**Run 1: local utilization**

Bar = 20 um. The die is cut into 9 by 9 equal tiles; black is low, pale yellow is high, 0 to 100% covered.
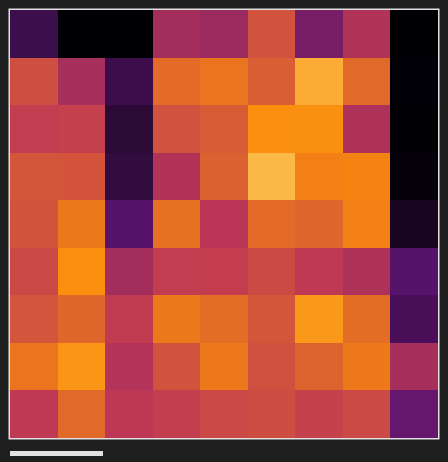
**Run 1: M1 wires**

Bar = 20 um.
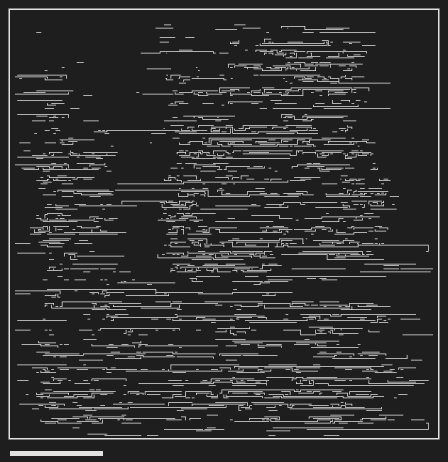
**Run 1: M2 wires**

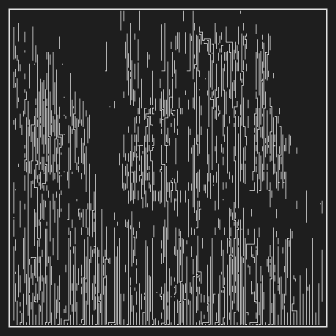
**Run 1: congestion heat map**

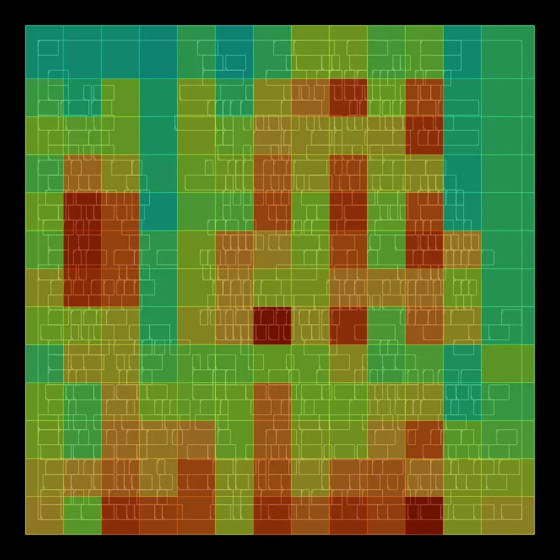
### src/rtl/bus_arbiter_4.sv
// Four-requester round-robin bus arbiter with a bounded hold time.
// An owner keeps the bus while it requests, and is forced off after max_hold cycles when others wait.
module bus_arbiter_4 #(
    parameter int unsigned width    = 32,
    parameter int unsigned max_hold = 8
) (
    input  logic             clk,
    input  logic             reset,
    input  logic [3:0]       req,
    input  logic [width-1:0] data_0,
    input  logic [width-1:0] data_1,
    input  logic [width-1:0] data_2,
    input  logic [width-1:0] data_3,
    output logic [3:0]       grant,
    output logic [1:0]       select,
    output logic             valid,
    output logic [width-1:0] data_out
);

    typedef enum logic {StIdle, StBusy} state_e;

    localparam logic [7:0] HoldLast = 8'(max_hold - 1);

    state_e     state_q, state_d;
    logic [1:0] owner_q, owner_d;
    logic [1:0] ptr_q, ptr_d;
    logic [7:0] cnt_q, cnt_d;
    logic [3:0] grant_q, grant_d;
    logic       valid_q, valid_d;

    logic [3:0] owner_oh;
    logic [3:0] others;
    logic [2:0] pick;
    logic       release_now;

    // Returns {found, index}: first set bit of cand scanning upward from start, mod 4.
    function automatic logic [2:0] rr_pick(input logic [3:0] cand, input logic [1:0] start);
        logic [2:0] res;
        logic [1:0] idx;
        res = 3'b000;
        for (int i = 0; i < 4; i++) begin
            idx = start + 2'(i);
            if (!res[2] && cand[idx]) begin
                res = {1'b1, idx};
            end
        end
        return res;
    endfunction

    always_comb begin
        state_d     = state_q;
        owner_d     = owner_q;
        ptr_d       = ptr_q;
        cnt_d       = cnt_q;
        grant_d     = grant_q;
        valid_d     = valid_q;
        owner_oh    = 4'(1) << owner_q;
        others      = req & ~owner_oh;
        pick        = 3'b000;
        release_now = 1'b0;

        unique case (state_q)
            StIdle: begin
                pick = rr_pick(req, ptr_q);
                if (pick[2]) begin
                    state_d = StBusy;
                    owner_d = pick[1:0];
                    grant_d = 4'(1) << pick[1:0];
                    valid_d = 1'b1;
                    cnt_d   = 8'd0;
                end
            end
            StBusy: begin
                release_now = !req[owner_q] || ((cnt_q == HoldLast) && (|others));
                if (release_now) begin
                    ptr_d = owner_q + 2'd1;
                    // The releasing owner is masked so it cannot immediately win again.
                    pick  = rr_pick(others, ptr_d);
                    if (pick[2]) begin
                        owner_d = pick[1:0];
                        grant_d = 4'(1) << pick[1:0];
                        valid_d = 1'b1;
                        cnt_d   = 8'd0;
                    end else begin
                        state_d = StIdle;
                        grant_d = 4'b0000;
                        valid_d = 1'b0;
                    end
                end else if (cnt_q != 8'hFF) begin
                    cnt_d = cnt_q + 8'd1;
                end
            end
            default: state_d = StIdle;
        endcase
    end

    always_ff @(posedge clk) begin
        if (reset) begin
            state_q <= StIdle;
            owner_q <= 2'd0;
            ptr_q   <= 2'd0;
            cnt_q   <= 8'd0;
            grant_q <= 4'b0000;
            valid_q <= 1'b0;
        end else begin
            state_q <= state_d;
            owner_q <= owner_d;
            ptr_q   <= ptr_d;
            cnt_q   <= cnt_d;
            grant_q <= grant_d;
            valid_q <= valid_d;
        end
    end

    assign grant  = grant_q;
    assign select = owner_q;
    assign valid  = valid_q;

    always_comb begin
        data_out = '0;
        if (valid_q) begin
            unique case (owner_q)
                2'd0:    data_out = data_0;
                2'd1:    data_out = data_1;
                2'd2:    data_out = data_2;
                default: data_out = data_3;
            endcase
        end
    end

endmodule

### config.mk
export PLATFORM = sky130hd
export DESIGN_NAME = bus_arbiter_4
export DESIGN_NICKNAME = d
export VERILOG_FILES = /design/src/rtl/bus_arbiter_4.sv
export SDC_FILE = /design/constraint.sdc
export NUM_CORES = 1
export LEC_CHECK = 0
export ABC_AREA = 1
export CORE_MARGIN = 2
export CORE_UTILIZATION = 33
export CTS_CLUSTER_DIAMETER = 30
export DETAILED_ROUTE_END_ITERATION = 10
export PLACE_DENSITY = 0.75
export SYNTH_ARGS = -nofsm -noshare
export SYNTH_HDL_FRONTEND = slang
export SYNTH_SLANG_ARGS = --single-unit
### constraint.sdc
create_clock -name clk -period 2.7 [get_ports clk]
set_input_delay 0.27 -clock clk [delete_from_list [all_inputs] [get_ports clk]]
set_output_delay 0.27 -clock clk [all_outputs]
set_load 0.02 [all_outputs]
==> out/results.tsv, run 1 <==
stage	metric	value	unit
floorplanning	FP Util	0.338	
yosys	post-synthesis sequential area ratio	0.140	
power_and_ir_drop	static leakage power	0.00180	uW
global_route	Congestion Overflow GR	0	
placement	pre-CTS WS	0.344	ns
floorplanning	chip area	8550	um^2
final_layout	area grow syn2layout	71.8	%
setup_path	Worst R2R Setup Slack	0.46	ns
yosys	Seq cells post-synth	18	
clock_tree	CTS sink count	18	
final_timing	slew margin rel.	0.666	
setup_path	critical path arrival	2.23	ns
status	status	completed	
power_and_ir_drop	maximum resistive drop on vdd	0.359	mV
global_route	vias in the first global route	3749	
final_timing	crit path time final	2.50	ns
clock_tree	Root Driver	clkbuf_8	
setup_path	CP endpoint kind	primary output	
yosys	Mapped Cells	459	
global_route	initial antenna violation count	0	
placement	post-DP HPWL	8570	um
yosys	most numerous cell in the Yosys netlist	nand2_1	
floorplanning	Core Area	7650	um^2
floorplanning	std cell rows	32	
final_timing	Final WS setup	0.196	ns
final_timing	worst hold slack	0.518	ns
final_timing	Final Max Tran Viols	0	
floorplanning	die extent in y	92.5	um
clock_tree	Clk pin slew, worst setup/hold paths	0.07	ns
yosys	synth cell count leaders	147 x nand2_1, 44 x a21oi_1, 42 x o21ai_0, 36 x nand3_1, 32 x a31oi_1	
final_layout	Logic cell area	1950	um^2
routing	Post-DRT Antenna Nets	0	
final_timing	RSZ-0062 raised after global routing	false	
Notes on 'local utilization' above:
fullest tile: 85%
tiles over 75% full: 8.6%
emptiest ninth of the die: top left

Notes on 'M1 wires' above:
wire length on this layer: 4,470 um
main direction: horizontal
longest straight run: 32.2 um
nets with wire on the layer: 668
met1 Use GR: 0.306
Vias: 3,722

Notes on 'M2 wires' above:
nets with wire on the layer: 595
main direction: vertical
share of all routed wire: 48%
wire length on this layer: 5,240 um
longest straight run: 55.2 um
M2 GR Usage: 0.445
final WL: 10,800 um

Notes on 'congestion heat map' above:
GRT Resource Usage Total: 0.252
post-DR wirelength/cell: 15.1 um
GRT Max-Usage Layer: met2

run 1: cells by family after synthesis:
logic type      synth area share
simple gates               0.439
flops                      0.140
buf+inv                    0.106
xor+xnor                  0.0136
compound gates             0.273
fa+ha+maj                 0.0291
run 1: area by class of cell:
type	count	share of cell area
Inverter	36	0.0336
Clock buffer	4	0.0124
Tap cell	102	0.0288
Multi-Input combinational cell	379	0.440
Sequential cell	18	0.0812
Timing Repair Buffer	179	0.404
run 1: routing by layer:
metal | GRT usage | wire (um) | part of all wire
met2 | 0.445 | 5240 | 0.48
met3 | 0.0529 | 775 | 0.072
met5 | 0 | 0 | 0
met4 | 0.0771 | 331 | 0.031
met1 | 0.306 | 4470 | 0.41
run 1: per-stage QoR:
stage,utilization,power (uW),cells
6_report,0.580,4090,718
5_1_grt,0.580,4480,718
4_1_cts,0.579,4080,718
3_5_place_dp,0.571,3830,714
3_3_place_gp,0.571,3790,714
2_1_floorplan,-,2660,459
run 1: worst max-delay path, stage by stage (launching register included):
cell and delay, ns:
dfxtp_1 0.37, inv_1 0.15, ha_1 0.18, buf_6 0.26, a21oi_1 0.15, a31oi_1 0.18, clkdlybuf4s50_1 0.67
run 1: sequential cells by signal (all words and copies together), names as in the netlist:
register and count:
cnt_q 8, grant 4, ptr_q 2, select 2, state_q 1, valid 1
run 1: placed cells by master (no fill, tap or decap):
master	netlist	layout
xor2_1	2	2
o21ai_4	1	1
nor3_4	1	1
a31oi_1	32	32
inv_4	1	2
clkinv_1	1	1
nand4_1	6	6
buf_4	1	4
xnor2_1	2	2
buf_6	3	2
or2_2	1	1
clkbuf_8	0	4
dfxtp_1	18	18
nor3_1	7	7
nand3_4	1	1
ha_2	0	1
inv_1	29	29
o211ai_1	1	1
nand3_1	36	36
nand2_1	147	147
nor2_4	1	1
ha_1	6	5
inv_2	3	2
o21ai_0	42	42
nand2_4	5	5
nand2_2	11	11
o21ai_1	3	3
buf_12	0	1
clkinv_2	1	1
a21oi_2	4	4
clkdlybuf4s50_1	0	172
nand3b_1	1	1
a21oi_1	44	44
inv_8	1	1
nand3_2	7	7
nor2_1	15	15
nor2_2	3	3
run 1: where the power goes:
part           total (uW)  switching (uW)  leakage, uW  internal, uW
Sequential            414            81.5     0.000148           332
Combinational        3450            2100      0.00163          1350
Clock                 222            92.3    0.0000288           130
run 1: worst paths after layout:
check / from / to / cells after the start
setup / recovery: select[1] / data_out[30] / 6
hold / removal: cnt_q[2] / cnt_q[2] / 2
setup reg to reg: select[1] / select[0] / 13
hold reg to reg: cnt_q[2] / cnt_q[2] / 2
**Run 1: routed metal per tile**

Bar = 20 um. The die is cut into 18 by 18 equal tiles; black is low, pale yellow is high, scaled to the fullest tile. Values are wire area over tile area, all layers added.
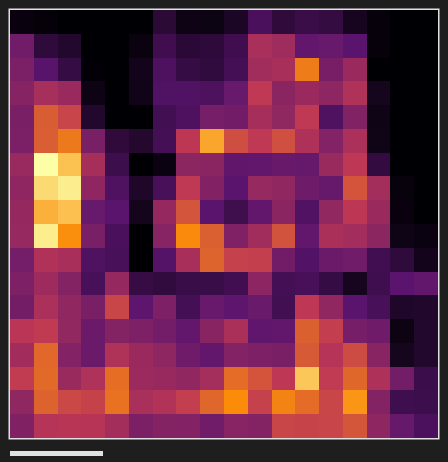

==> inputs of run 2 (changes only) <==
CORE_MARGIN = unset   (was 2)
REMOVE_ABC_BUFFERS = 1   (was unset)
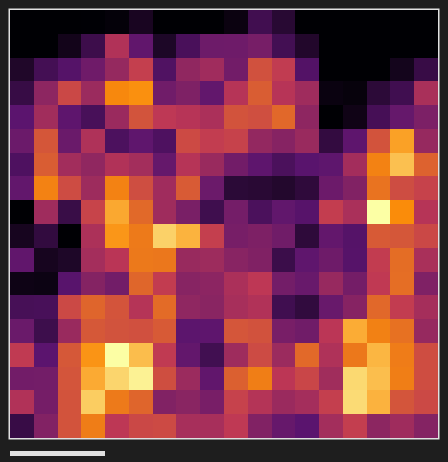
**Above:** run 2 (routed metal per tile).
Bar = 20 um. The die is cut into 18 by 18 equal tiles; black is low, pale yellow is high, scaled to the fullest tile. Values are wire area over tile area, all layers added.
fullest tile: 0.60
tiles over half the peak: 33%
mean over tiles: 0.23
nearly empty tiles: 8.6%
emptiest ninth of the die: top right
GRT Resource Usage Total: 0.279
post-DR wirelength/cell: 16.3 um

==> run 2 against run 1 <==
Highest routed layer unchanged. Cell area barely moved. Sequential share of layout area is essentially flat. Cell count is the same. Core utilization up 1.9 points.
==> out/results.tsv, run 2 <==
stage	metric	value	unit	change
floorplanning	die extent in y	90.5	um	-2.2%
power_and_ir_drop	static leakage power	0.00189	uW	+4.7%
global_route	initial antenna violation count	0		unchanged
yosys	Seq cells post-synth	18		unchanged
clock_tree	CTS sink count	18		unchanged
yosys	Mapped Cells	459		unchanged
final_timing	Final Max Tran Viols	0		unchanged
power_and_ir_drop	combinational power share	0.848		+0.003
final_layout	most numerous logic cell after layout	clkdlybuf4s50_1		
clock_tree	Root Driver	clkbuf_8		
final_layout	Antenna diodes	0		
routing	DRC viols	0		
final_timing	Final WS setup	0.134	ns	-0.0615 ns
final_layout	Top reg by flops	cnt_q		
yosys	Synth warnings	0		
final_timing	crit path time final	2.57	ns	+0.0615 ns
status	status	completed		
power_and_ir_drop	maximum resistive drop on vdd	0.543	mV	+51%
global_route	met1 Use GR	0.368		+0.0618
final_timing	slew margin rel.	0.650		-0.0165
power_and_ir_drop	Int Pwr	1770	uW	-2.5%
power_and_ir_drop	Psw	2330	uW	+2.2%
final_timing	RSZ-0062 raised after global routing	false		
placement	pre-CTS WS	0.350	ns	+0.00641 ns
placement	post-DP HPWL	9410	um	+9.7%
final_layout	max reg flops	8		unchanged
floorplanning	std cell rows	31		-3.1%
yosys	most numerous cell in the Yosys netlist	nand2_1		
power_and_ir_drop	Clock power frac	0.047		-0.007
worst_hold_path	Hold WC Path Type	reg2reg		
clock_tree	Clk pin slew, worst setup/hold paths	0.06	ns	about the same
global_route	M2 GR Usage	0.461		+0.0162
setup_path	CP endpoint kind	primary output		
final_layout	fin cells	718		unchanged
final_layout	most instantiated logic cells after routing	167 x clkdlybuf4s50_1, 147 x nand2_1, 44 x a21oi_1		
routing	final WL	11700	um	+8.4%
power_and_ir_drop	Sw Share	0.568		+0.0116
placement	DP Cell Count	715		+0.14%
setup_path	CP Max Fanout	15		
routing	Post-DRT Antenna Nets	0		unchanged
routing	Vias	3751		+0.78%
global_route	Congestion Overflow GR	0		unchanged
global_route	vias in the first global route	3444		-8.1%
power_and_ir_drop	sequential share of power	0.105		+0.004
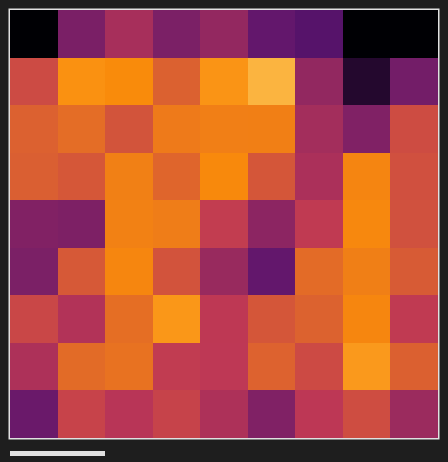
**Above:** run 2 (local utilization).
Bar = 20 um. The die is cut into 9 by 9 equal tiles; black is low, pale yellow is high, 0 to 100% covered.
tiles over 75% full: 6.2%
fullest tile: 84%
nearly empty tiles: 3.7%
emptiest ninth of the die: top right
mean over tiles: 53%
Final Core Density: 0.599
FP Util: 0.349
Core Area: 7410 um^2

-- run 2: cell counts after synthesis --
No cell type changed its count.
-- run 2: final cells by class --
class	count	area, um^2	share of cell area
clock buffers	3	41.3	0.00930
inverters	36	146	0.0330
multi-input cells	379	1950	0.439
flip-flops and latches	18	360	0.0811
well taps	99	124	0.0279
repair buffers	183	1820	0.410
-- run 2: critical path: stages, from the launching register on --
cell and delay [ns]:
dfxtp_1 0.31, buf_4 0.18, inv_4 0.15, ha_1 0.19, buf_4 0.21, nand2_1 0.09
a31oi_1 0.25, clkdlybuf4s50_1 0.66
-- run 2: repair_timing --
item | in CTS | in global routing
resized | 0 | 6
endpoints found under the setup margin | 0 | 5
endpoints found under the hold margin | 0 | 0
-- run 2: worst paths after layout --
path / slack [ns] / from / depth (start not counted) / end
worst max-delay path: 0.13 / select[0] / 7 / data_out[27]
worst min-delay path: 0.52 / cnt_q[2] / 2 / cnt_q[2]
worst max register to register: 0.39 / select[0] / 14 / grant[1]
worst min register to register: 0.52 / cnt_q[2] / 2 / cnt_q[2]
-- run 2: cell families after synthesis --
group | share of synthesized area
flops | 0.140
simple gates | 0.439
buf+inv | 0.106
xor+xnor | 0.0136
fa+ha+maj | 0.0291
compound gates | 0.273
-- run 2: power by group through the flow --
stage	clock [uW]	sequential, uW	combinational, uW
after floorplan	0	490	2070
after detailed placement	0	433	3420
final	192	430	3470
after global routing	207	441	3820
after global placement	0	429	3390
after CTS	199	428	3440
-- run 2: per-stage QoR --
stage	setup TNS (ns)	util
after detailed placement	0	0.592
after global placement	0	0.592
after floorplan	-0.212	-
after global routing	0	0.599
after CTS	0	0.597
final	0	0.599
-- run 2: layer usage --
| layer | routed length [um] | part of all wire |
|---|---|---|
| met5 | 0 | 0 |
| met1 | 5030 | 0.43 |
| met4 | 319 | 0.027 |
| met3 | 890 | 0.076 |
| met2 | 5480 | 0.47 |
No activity file was given, so power comes from the tool's default toggle rates.
